### config.mk
export PLATFORM = sky130hd
export DESIGN_NAME = wengine_multi
export DESIGN_NICKNAME = d
export VERILOG_FILES = /design/src/rtl/wengine_multi.sv
export SDC_FILE = /design/constraint.sdc
export NUM_CORES = 1
export LEC_CHECK = 0
export CORE_MARGIN = 2
export CORE_UTILIZATION = 56
export CTS_CLUSTER_SIZE = 24
export DETAILED_ROUTE_END_ITERATION = 7
export HOLD_SLACK_MARGIN = 0.08
export PLACE_DENSITY = 0.88
export SLEW_MARGIN = 20
export SYNTH_ARGS = -nofsm -noshare
export SYNTH_HDL_FRONTEND = slang
export SYNTH_SLANG_ARGS = --single-unit
export TNS_END_PERCENT = 20
### constraint.sdc
create_clock -name clk -period 49.6 [get_ports clk]
set_input_delay 4.96 -clock clk [delete_from_list [all_inputs] [get_ports clk]]
set_output_delay 4.96 -clock clk [all_outputs]
set_load 0.02 [all_outputs]
### src/rtl/wengine_multi.sv
// Message-schedule engine for SHA-1 / SHA-256: loads a 512-bit block and streams
// W[0..N-1] one word per accepted handshake using a sliding 16-word window.
module wengine_multi #(
   parameter int ENABLE_SHA256 = 1,
   parameter int ROUNDS_SHA1   = 80,
   parameter int ROUNDS_SHA256 = 64
) (
   input  logic         clk,
   input  logic         reset,
   input  logic [511:0] din,
   input  logic         mode,
   input  logic         load_valid,
   output logic         load_ready,
   input  logic         abort,
   output logic         out_valid,
   input  logic         out_ready,
   output logic [31:0]  wout,
   output logic [6:0]   widx,
   output logic         done
);

   typedef enum logic {IDLE, RUN} state_t;

   localparam logic [6:0] LAST_SHA1   = 7'(ROUNDS_SHA1 - 1);
   localparam logic [6:0] LAST_SHA256 = 7'(ROUNDS_SHA256 - 1);

   state_t      state;
   logic [31:0] win [16];
   logic [6:0]  counter;
   logic        modeLatched;
   logic        doneReg;

   logic [31:0] sha1Word;
   logic [31:0] sha256Word;
   logic [31:0] newWord;
   logic [6:0]  lastIdx;
   logic        accept;

   function automatic logic [31:0] rotr(input logic [31:0] x, input int n);
      return (x >> n) | (x << (32 - n));
   endfunction

   function automatic logic [31:0] smallSigma0(input logic [31:0] x);
      return rotr(x, 7) ^ rotr(x, 18) ^ (x >> 3);
   endfunction

   function automatic logic [31:0] smallSigma1(input logic [31:0] x);
      return rotr(x, 17) ^ rotr(x, 19) ^ (x >> 10);
   endfunction

   assign load_ready = (state == IDLE);
   assign out_valid  = (state == RUN);
   assign wout       = win[0];
   assign widx       = counter;
   assign done       = doneReg;

   // Next schedule word for the active algorithm, plus the end-of-block index.
   always_comb begin
      sha1Word   = win[13] ^ win[8] ^ win[2] ^ win[0];
      sha1Word   = {sha1Word[30:0], sha1Word[31]};
      sha256Word = smallSigma1(win[14]) + win[9] + smallSigma0(win[1]) + win[0];
      newWord    = modeLatched ? sha256Word : sha1Word;
      lastIdx    = modeLatched ? LAST_SHA256 : LAST_SHA1;
      accept     = out_valid && out_ready;
   end

   // Abort outranks load and accept; only reset outranks abort.
   always_ff @(posedge clk) begin
      if (reset) begin
         state       <= IDLE;
         counter     <= '0;
         modeLatched <= 1'b0;
         doneReg     <= 1'b0;
         for (int i = 0; i < 16; i++) win[i] <= '0;
      end else begin
         doneReg <= 1'b0;
         if (abort) begin
            state <= IDLE;
         end else begin
            case (state)
               IDLE: begin
                  if (load_valid) begin
                     for (int i = 0; i < 16; i++) win[i] <= din[511 - 32*i -: 32];
                     counter     <= '0;
                     modeLatched <= (ENABLE_SHA256 != 0) && mode;
                     state       <= RUN;
                  end
               end
               RUN: begin
                  if (accept) begin
                     for (int i = 0; i < 15; i++) win[i] <= win[i + 1];
                     win[15] <= newWord;
                     counter <= counter + 7'd1;
                     if (counter == lastIdx) begin
                        state   <= IDLE;
                        doneReg <= 1'b1;
                     end
                  end
               end
               default: state <= IDLE;
            endcase
         end
      end
   end

endmodule
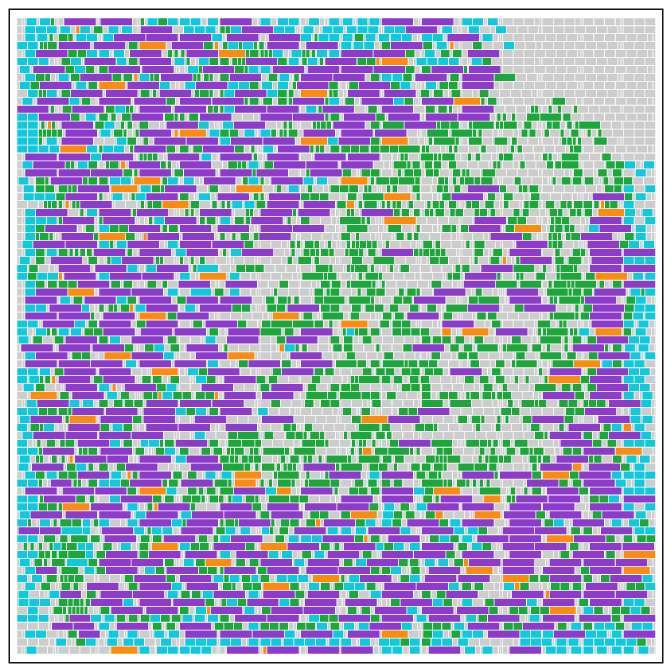
Figure 1: run 1, cells coloured by class.
Fill, decap, tap and diode cells in grey.
| class | colour | cells | share of their area |
|---|---|---|---|
| remaining logic cells | green | 1402 | 32% |
| remaining buffers and delay cells | cyan | 576 | 17% |
| sequential cells | purple | 522 | 46% |
| clock drivers and dummy loads | orange | 95 | 4.9% |
Final Instance Area: 0.03440 mm2
share of cell area taken by flip-flops and latches: 0.4528

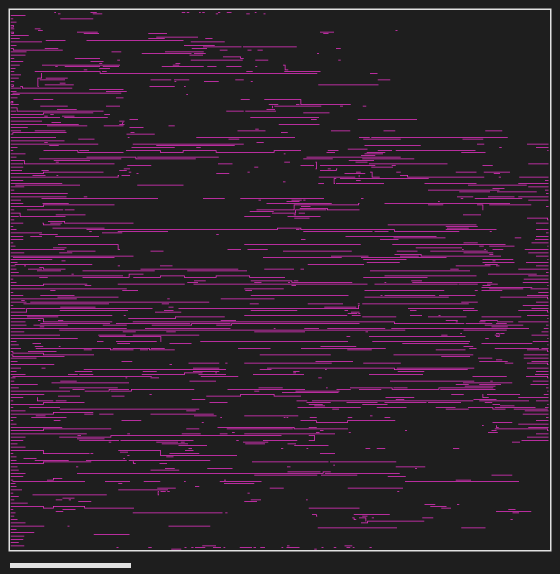
Figure 2: run 1, metal 3.
The bar under the picture is 50 um long.
nets with wire on the layer: 660
main direction: horizontal
share of all routed wire: 12%
longest straight run: 143 um
wire length on this layer: 11600 um
drt total wl: 99.03 mm
met3 layer usage reported by global route: 0.09522
routed vias: 20580

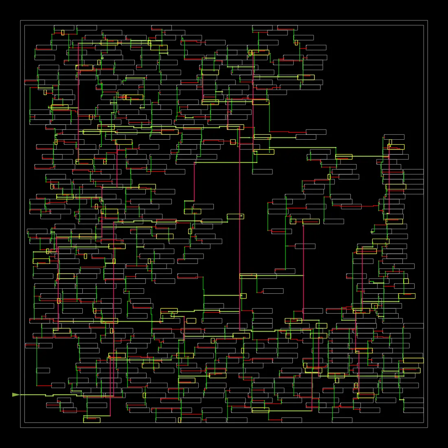
Figure 3: run 1, clock nets.
clock skew: 22.85 ps
clock distribution power: 394 uW

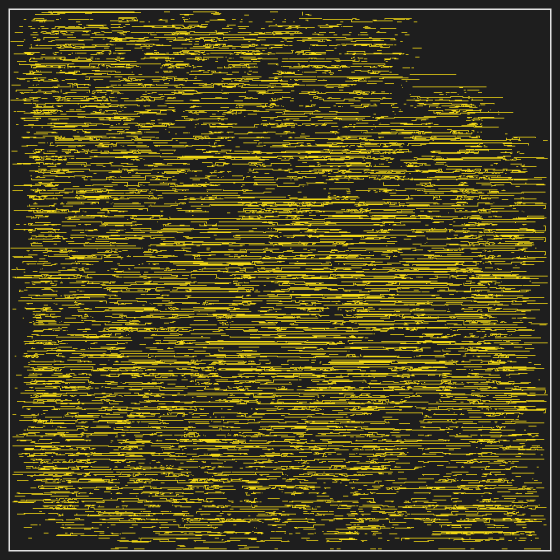
Figure 4: run 1, met1 routing.
share of all routed wire: 35%
main direction: horizontal
wire length on this layer: 34.5 mm
longest straight run: 68.5 um
nets with wire on the layer: 2948
M1 GR Usage: 0.4877

==> results_tabular.tex, run 1 <==
% Implementation results table
\begin{tabular}{lr}
\hline
Metric & Value \\
\hline
\multicolumn{2}{l}{\textbf{Logic synthesis}} \\
Largest type area fraction & 0.5725 \\
Yosys adder share & 0.06113 \\
Syn Inst Count & 2087 \\
Synth Seq Share & 0.5800 \\
Nets at Floorplan & 2699 \\
Proportion of synthesized flip-flops having asynchronous set or reset & 0 \\
Yosys stat cell total & 2087 \\
Average cell area after synthesis & 12.87 um2 \\
Cell area leaders & sky130\_fd\_sc\_hd\_\_edfxtp\_1, sky130\_fd\_sc\_hd\_\_a22o\_1, sky130\_fd\_sc\_hd\_\_xnor2\_1 \\
Count of library flops with an enable pin & 512 \\
Yosys aoi share & 0.1902 \\
Total number of yosys warnings & 0 \\
Fraction of synthesized area in multiplexers & 0.0003728 \\
Chip Area, Yosys & 0.02685 mm2 \\
Total standard cell area after synthesis & 0.02685 mm2 \\
\multicolumn{2}{l}{\textbf{Final layout}} \\
Fin nets & 3167 \\
Number of clock buffers in the layout & 70 \\
Count of fill cells added during filler insertion & 3126 \\
Fraction of area in non-clock buffers & 0.1679 \\
Most instantiated logic cells after routing & sky130\_fd\_sc\_hd\_\_clkdlybuf4s50\_1, sky130\_fd\_sc\_hd\_\_edfxtp\_1, sky130\_fd\_sc\_hd\_\_a22o\_1, sky130\_fd\_sc\_hd\_\_xnor2\_1, sky130\_fd\_sc\_hd\_\_nor2\_1 \\
Most common logic cell in the routed design & sky130\_fd\_sc\_hd\_\_clkdlybuf4s50\_1 \\
Clock buffers and inverters, area share & 0.04827 \\
Antenna cell count & 13 \\
\multicolumn{2}{l}{\textbf{Worst setup path}} \\
Arrival time of the worst setup path & 9460 ps \\
Type of element launching the critical path & primary input \\
Dominant delay contributor by cell family on the critical path & buffers and inverters \\
Buffer-and-inverter tally for the worst setup path & 6 \\
Worst Path Max Fanout & 195 \\
\multicolumn{2}{l}{\textbf{Floorplan}} \\
Overall die height & $\sim$220 um \\
I/O pin total & approximately 560 \\
\multicolumn{2}{l}{\textbf{Outcome}} \\
Status & completed \\
\multicolumn{2}{l}{\textbf{STA}} \\
Min Clock Period, post-route & between 9000 and 10000 ps \\
Highest Clock Rate & about 110 MHz \\
\multicolumn{2}{l}{\textbf{Route}} \\
Initial DRC count & between 2000 and 3000 \\
First-pass DRT Iterations & 5 \\
Number of nets with antenna violations after routing & 0 \\
\multicolumn{2}{l}{\textbf{CTS}} \\
Clock transition at the registers of the reported paths & 60 ps \\
Total of cells resized after clock tree synthesis & 0 \\
Number of H-tree branching levels & 2 \\
\multicolumn{2}{l}{\textbf{Global route}} \\
Antenna violations before repair & 19 \\
Pin count of the biggest net entering global routing & 234 \\
Wire length of the first global-routing pass & 138.2 mm \\
\multicolumn{2}{l}{\textbf{Power and ir drop}} \\
Net switching share of the total power & 0.3420 \\
\hline
\end{tabular}
## run 1: final timing paths
path	startpoint	endpoint	slack [ps]	depth (start not counted)
worst max-delay path	abort	win[0][47]	40380	9
worst min-delay path	win[3][106]	win[3][74]	530	1
worst max register to register	win[3][82]	win[3][123]	44180	17
worst min register to register	win[3][106]	win[3][74]	530	1
## run 1: routing by layer
layer	vias up	share of wire
met2	1507	0.47
met4	12	0.059
met5	-	0.00086
li1	8713	-
met1	10040	0.35
met3	300	0.12
## run 1: registers in the layout (all words and copies together), names as in the netlist
register and cells:
done 1, modeLatched 1, out_valid 1, widx 7
win 512
## run 1: synthesized netlist by cell type, drive strengths merged (3+ instances only)
cell type  number
and2            3
nor2b           4
a31oi           6
a22o          415
a21o           13
fa             62
a22oi          18
o21a            3
nand4           7
nand2          42
buf            49
nand3          10
o21ai          60
inv           152
ha             32
nand2b          4
xnor2         195
dfxtp          10
a2111oi         4
o21bai          5
edfxtp        512
clkbuf        114
xor2           49
nor2          170
a21oi         102
a41oi           3
nor3            6
a211oi          9
## run 1: power by group through the flow
stage	registers, uW	logic, uW	clock network (uW)
after detailed placement	569	461	0
after global routing	563	511	409
after floorplan	562	309	0
after CTS	561	466	394
after global placement	569	457	0
final	563	474	394
## run 1: metrics by stage
stage / hold slack, ps / cell area (um2) / util / setup slack, ps / instances
floorplan: 512.2 / 26850 / - / 27640 / 2087
global placement: 504.4 / 32700 / 0.6878 / 39590 / 3115
detailed placement: 522.4 / 32700 / 0.6878 / 39420 / 3115
CTS: 520.5 / 34360 / 0.7227 / 40060 / 3210
global route: 546.5 / 34390 / 0.7232 / 40110 / 3219
finish: 533.1 / 34400 / 0.7234 / 40380 / 3223
==> inputs of run 2 (changes only) <==
- CORE_UTILIZATION: 56 -> 47
- PLACE_DENSITY: 0.88 -> 0.79
- clock period: 49.6 -> 8.1 ns (I/O delays scaled with it)
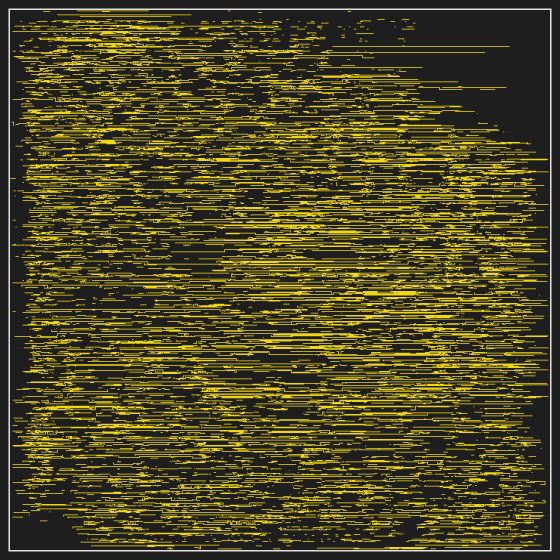
Figure 5: run 2, met1 routing.
nets with wire on the layer: 2966
longest straight run: 85.1 um
share of all routed wire: 38%
main direction: horizontal
wire length on this layer: 39.8 mm
routed vias: 20180
drt total wl: 105.5 mm
M1 GR Usage: 0.4508

==> results_tabular.tex, run 2 <==
% Implementation results table
\begin{tabular}{lr}
\hline
Metric & Value \\
\hline
\multicolumn{2}{l}{\textbf{Route}} \\
First-pass DRT Iterations & 6 \\
Number of nets with antenna violations after routing & 0 \\
\multicolumn{2}{l}{\textbf{Worst setup path}} \\
Termination of the worst setup path & win[3][123] \\
Endpoint of the lowest-slack register-to-register path & win[3][123] \\
WP depth & 17 \\
Type of element launching the critical path & register \\
Buffer-and-inverter tally for the worst setup path & 3 \\
Dominant delay contributor by cell family on the critical path & adder cells \\
Reg-to-reg slack, setup & 3250 ps \\
Arrival time of the worst setup path & 5180 ps \\
Start point of the critical path & win[3][82] \\
\multicolumn{2}{l}{\textbf{CTS}} \\
Clock transition at the registers of the reported paths & 60 ps \\
Total of cells resized after clock tree synthesis & 0 \\
\multicolumn{2}{l}{\textbf{Logic synthesis}} \\
Count of library flops with an enable pin & 512 \\
Total number of yosys warnings & 0 \\
Synth Seq Share & 0.5800 \\
Cell area leaders & sky130\_fd\_sc\_hd\_\_edfxtp\_1, sky130\_fd\_sc\_hd\_\_a22o\_1, sky130\_fd\_sc\_hd\_\_xnor2\_1 \\
Nets at Floorplan & 2699 \\
Largest type area fraction & 0.5725 \\
Chip Area, Yosys & 0.02685 mm2 \\
Cell types with the highest counts after synthesis & sky130\_fd\_sc\_hd\_\_edfxtp\_1, sky130\_fd\_sc\_hd\_\_a22o\_1, sky130\_fd\_sc\_hd\_\_xnor2\_1, sky130\_fd\_sc\_hd\_\_nor2\_1, sky130\_fd\_sc\_hd\_\_inv\_1 \\
Total standard cell area after synthesis & between 0.02 and 0.03 mm2 \\
Proportion of synthesized flip-flops having asynchronous set or reset & 0 \\
\multicolumn{2}{l}{\textbf{Final layout}} \\
Flip-flop count of the largest register, all copies and words added & $\sim$510 \\
Fin nets & 3167 \\
Most common logic cell in the routed design & sky130\_fd\_sc\_hd\_\_clkdlybuf4s50\_1 \\
Final Instance Area & 0.03474 mm2 \\
Count of fill cells added during filler insertion & about 4500 \\
\multicolumn{2}{l}{\textbf{Global route}} \\
Antenna violations before repair & 20 \\
Pin count of the biggest net entering global routing & 197 \\
\multicolumn{2}{l}{\textbf{Floorplan}} \\
Overall die height & about 240 um \\
I/O pin total & 560 \\
\multicolumn{2}{l}{\textbf{STA}} \\
Min Clock Period, post-route & 4852 ps \\
Clock skew & 37.63 ps \\
\multicolumn{2}{l}{\textbf{Outcome}} \\
Status & completed \\
\hline
\end{tabular}
-- run 2: per-layer routing --
layer  global-route usage  vias to the layer above  part of all wire
met4               0.1324                       18             0.039
met2               0.5780                     1099              0.48
met5                    0                        -            0.0011
met3              0.07320                      171             0.098
li1                     -                     8712                 -
met1               0.4508                    10180              0.38
-- run 2: report_power, final --
group          switching [uW]  internal (uW)
clock                    1140           1450
combinational            1680           1230
sequential                228           3210
-- run 2: worst min-delay path by stage --
stage / startpoint / to / slack (ps) / cells past startpoint
detailed placement: widx[1] / widx[1] / 510 / 2
CTS: win[3][109] / win[3][77] / 530 / 1
global placement: widx[1] / widx[1] / 500 / 2
global route: widx[1] / widx[1] / 550 / 2
finish: widx[1] / widx[1] / 530 / 2
floorplan: win[3][4] / win[2][100] / 510 / 1
-- run 2: stage by stage --
step	instances	setup slack (ps)
final	3367	3248
after global routing	3362	2950
after CTS	3357	3255
after detailed placement	3254	3224
after global placement	3254	3337
after floorplan	2087	-2150
-- run 2: logic make-up after synthesis --
kind of cell               Yosys count  synth area share
DFF                                522            0.5800
and+or+nand+nor                    254           0.03928
xor gates and xnor gates           244           0.07958
buffers and inverters              315           0.04944
muxes                                1         0.0003728
adders and majority gates           94           0.06113
AOI/OAI and AO/OA                  657            0.1902
-- run 2: cell type report --
type	instances	share of cell area
timing repair buffer	574	0.1668
tap	756	0.02723
inverter	152	0.01642
sequential	522	0.4484
clock buffer	66	0.04081
antenna	10	0.0007204
clock inverter	37	0.01138
multi-input combinational	1250	0.2882
-- run 2: worst min-delay path: stages (launching register included) --
cell and delay (ps):
sky130_fd_sc_hd__dfxtp_1 350, sky130_fd_sc_hd__inv_1 60, sky130_fd_sc_hd__o21ai_0 70
==> inputs of run 3 (changes only) <==
- CORE_UTILIZATION: 47 -> 52
- PLACE_DENSITY: 0.79 -> 0.83
- clock period: 8.1 -> 4.81 ns (I/O delays scaled with it)
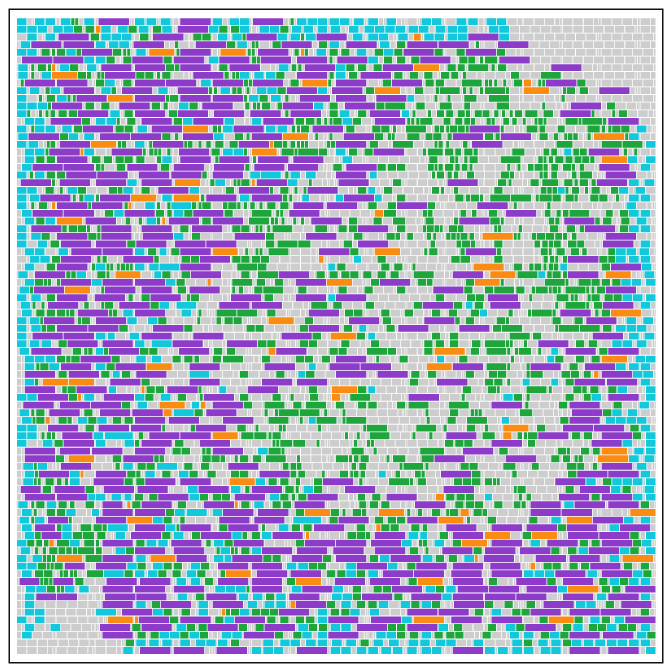
Figure 6: run 3, cells coloured by class.
Fill, decap, tap and diode cells in grey.
| class | colour | cells | share of their area |
|---|---|---|---|
| clock drivers and dummy loads | orange | 100 | 5.4% |
| remaining logic cells | green | 1402 | 31% |
| remaining buffers and delay cells | cyan | 616 | 18% |
| sequential cells | purple | 522 | 46% |
share of cell area taken by flip-flops and latches: 0.4440
area of the core: 0.05120 mm2

==> results_tabular.tex, run 3 <==
% Implementation results table
\begin{tabular}{lr}
\hline
Metric & Value \\
\hline
\multicolumn{2}{l}{\textbf{Logic synthesis}} \\
Count of library flops with an enable pin & 512 \\
Cell area leaders & sky130\_fd\_sc\_hd\_\_edfxtp\_1, sky130\_fd\_sc\_hd\_\_a22o\_1, sky130\_fd\_sc\_hd\_\_xnor2\_1 \\
Largest type area fraction & 0.5725 \\
Dominant kind of combinational cell & AND-OR/OR-AND gates \\
Syn Inst Count & 2087 \\
Nets at Floorplan & 2699 \\
Area fraction in and, or, nand and nor cells & 0.03928 \\
XOR/XNOR Fraction of Synth Area & 0.07958 \\
Average cell area after synthesis & $\sim$13 um2 \\
Fraction of synthesized area in multiplexers & 0.0003728 \\
\multicolumn{2}{l}{\textbf{Floorplan}} \\
Overall die height & 231.2 um \\
\multicolumn{2}{l}{\textbf{Worst setup path}} \\
Type of element launching the critical path & register \\
Reg-to-reg slack, setup & 130 ps \\
Dominant delay contributor by cell family on the critical path & AND-OR/OR-AND gates \\
WP depth & 14 \\
Termination of the worst setup path & win[3][120] \\
Endpoint of the lowest-slack register-to-register path & win[3][120] \\
\multicolumn{2}{l}{\textbf{Route}} \\
Number of nets with antenna violations after routing & 0 \\
First-pass DRT Iterations & 6 \\
Initial DRC count & 2644 \\
\multicolumn{2}{l}{\textbf{Final layout}} \\
Share of the core filled with cells in the final layout & 0.6852 \\
Most common logic cell in the routed design & sky130\_fd\_sc\_hd\_\_clkdlybuf4s50\_1 \\
Register with the most flip-flops & win \\
\multicolumn{2}{l}{\textbf{Outcome}} \\
Status & completed \\
\multicolumn{2}{l}{\textbf{Global route}} \\
Antenna violations before repair & 9 \\
\multicolumn{2}{l}{\textbf{Power and ir drop}} \\
Net Switching & 5171 uW \\
Total internal power & between 10000 and 15000 uW \\
Combinational Power Share & 0.332 \\
Part of the total power dissipated in sequential elements & 0.377 \\
\multicolumn{2}{l}{\textbf{CTS}} \\
Total of cells resized after clock tree synthesis & 0 \\
Clock transition at the registers of the reported paths & approximately 60 ps \\
\multicolumn{2}{l}{\textbf{STA}} \\
Setup ws final & $\sim$130 ps \\
\hline
\end{tabular}
-- run 3: cell counts after synthesis --
No cell type changed its count.
-- run 3: how the worst min path moves through the flow --
stage                          start          end  slack [ps]  depth (start not counted)
after CTS                       mode  modeLatched         450                          3
final                     load_valid    out_valid         480                          3
after detailed placement     widx[1]      widx[1]         500                          2
after floorplan            win[3][4]  win[2][100]         510                          1
after global routing      load_valid    out_valid         510                          3
after global placement       widx[1]      widx[1]         490                          2
-- run 3: kinds of logic after synthesis --
logic type | count (synthesis)
fa+ha+maj | 94
simple gates | 254
buf+inv | 315
mux | 1
compound gates | 657
xor+xnor | 244
flops | 522
-- run 3: power groups by stage --
stage	Sequential, uW	Clock, uW	Combinational [uW]
final	5770	4440	5090
after global routing	5780	4600	5490
after CTS	5760	4440	4960
after detailed placement	5850	0	4920
after global placement	5840	0	4880
after floorplan	5670	0	3190
-- run 3: layer usage --
metal,vias to the layer above,share of wire,GRT usage
li1,8783,-,-
met1,10310,0.37,0.5049
met2,1432,0.47,0.6408
met3,238,0.10,0.08329
met4,4,0.052,0.1778
met5,-,0.00023,0
-- run 3: layout make-up --
type,instances,area (um2),area share
Sequential cell,522,15570,0.4440
Multi-Input combinational cell,1250,10030,0.2859
Timing Repair Buffer,616,6213,0.1771
Clock buffer,66,1418,0.04041
Tap cell,680,850.8,0.02425
Inverter,152,570.5,0.01626
Clock inverter,34,416.7,0.01188
Antenna cell,3,7.507,0.0002140
-- run 3: per-stage QoR --
stage                     cells  setup TNS, ps  total power, uW  cell area [um2]  hold WS (ps)
final                      3323              0            15300            35080         480.8
after detailed placement   3219              0            10760            33200         501.0
after CTS                  3319              0            15160            35030         454.2
after global routing       3322              0            15860            35080         514.9
after floorplan            2087         -69030             8863            26880         512.2
after global placement     3218              0            10720            33170         493.1
Power is estimated from default activity; no workload was simulated.
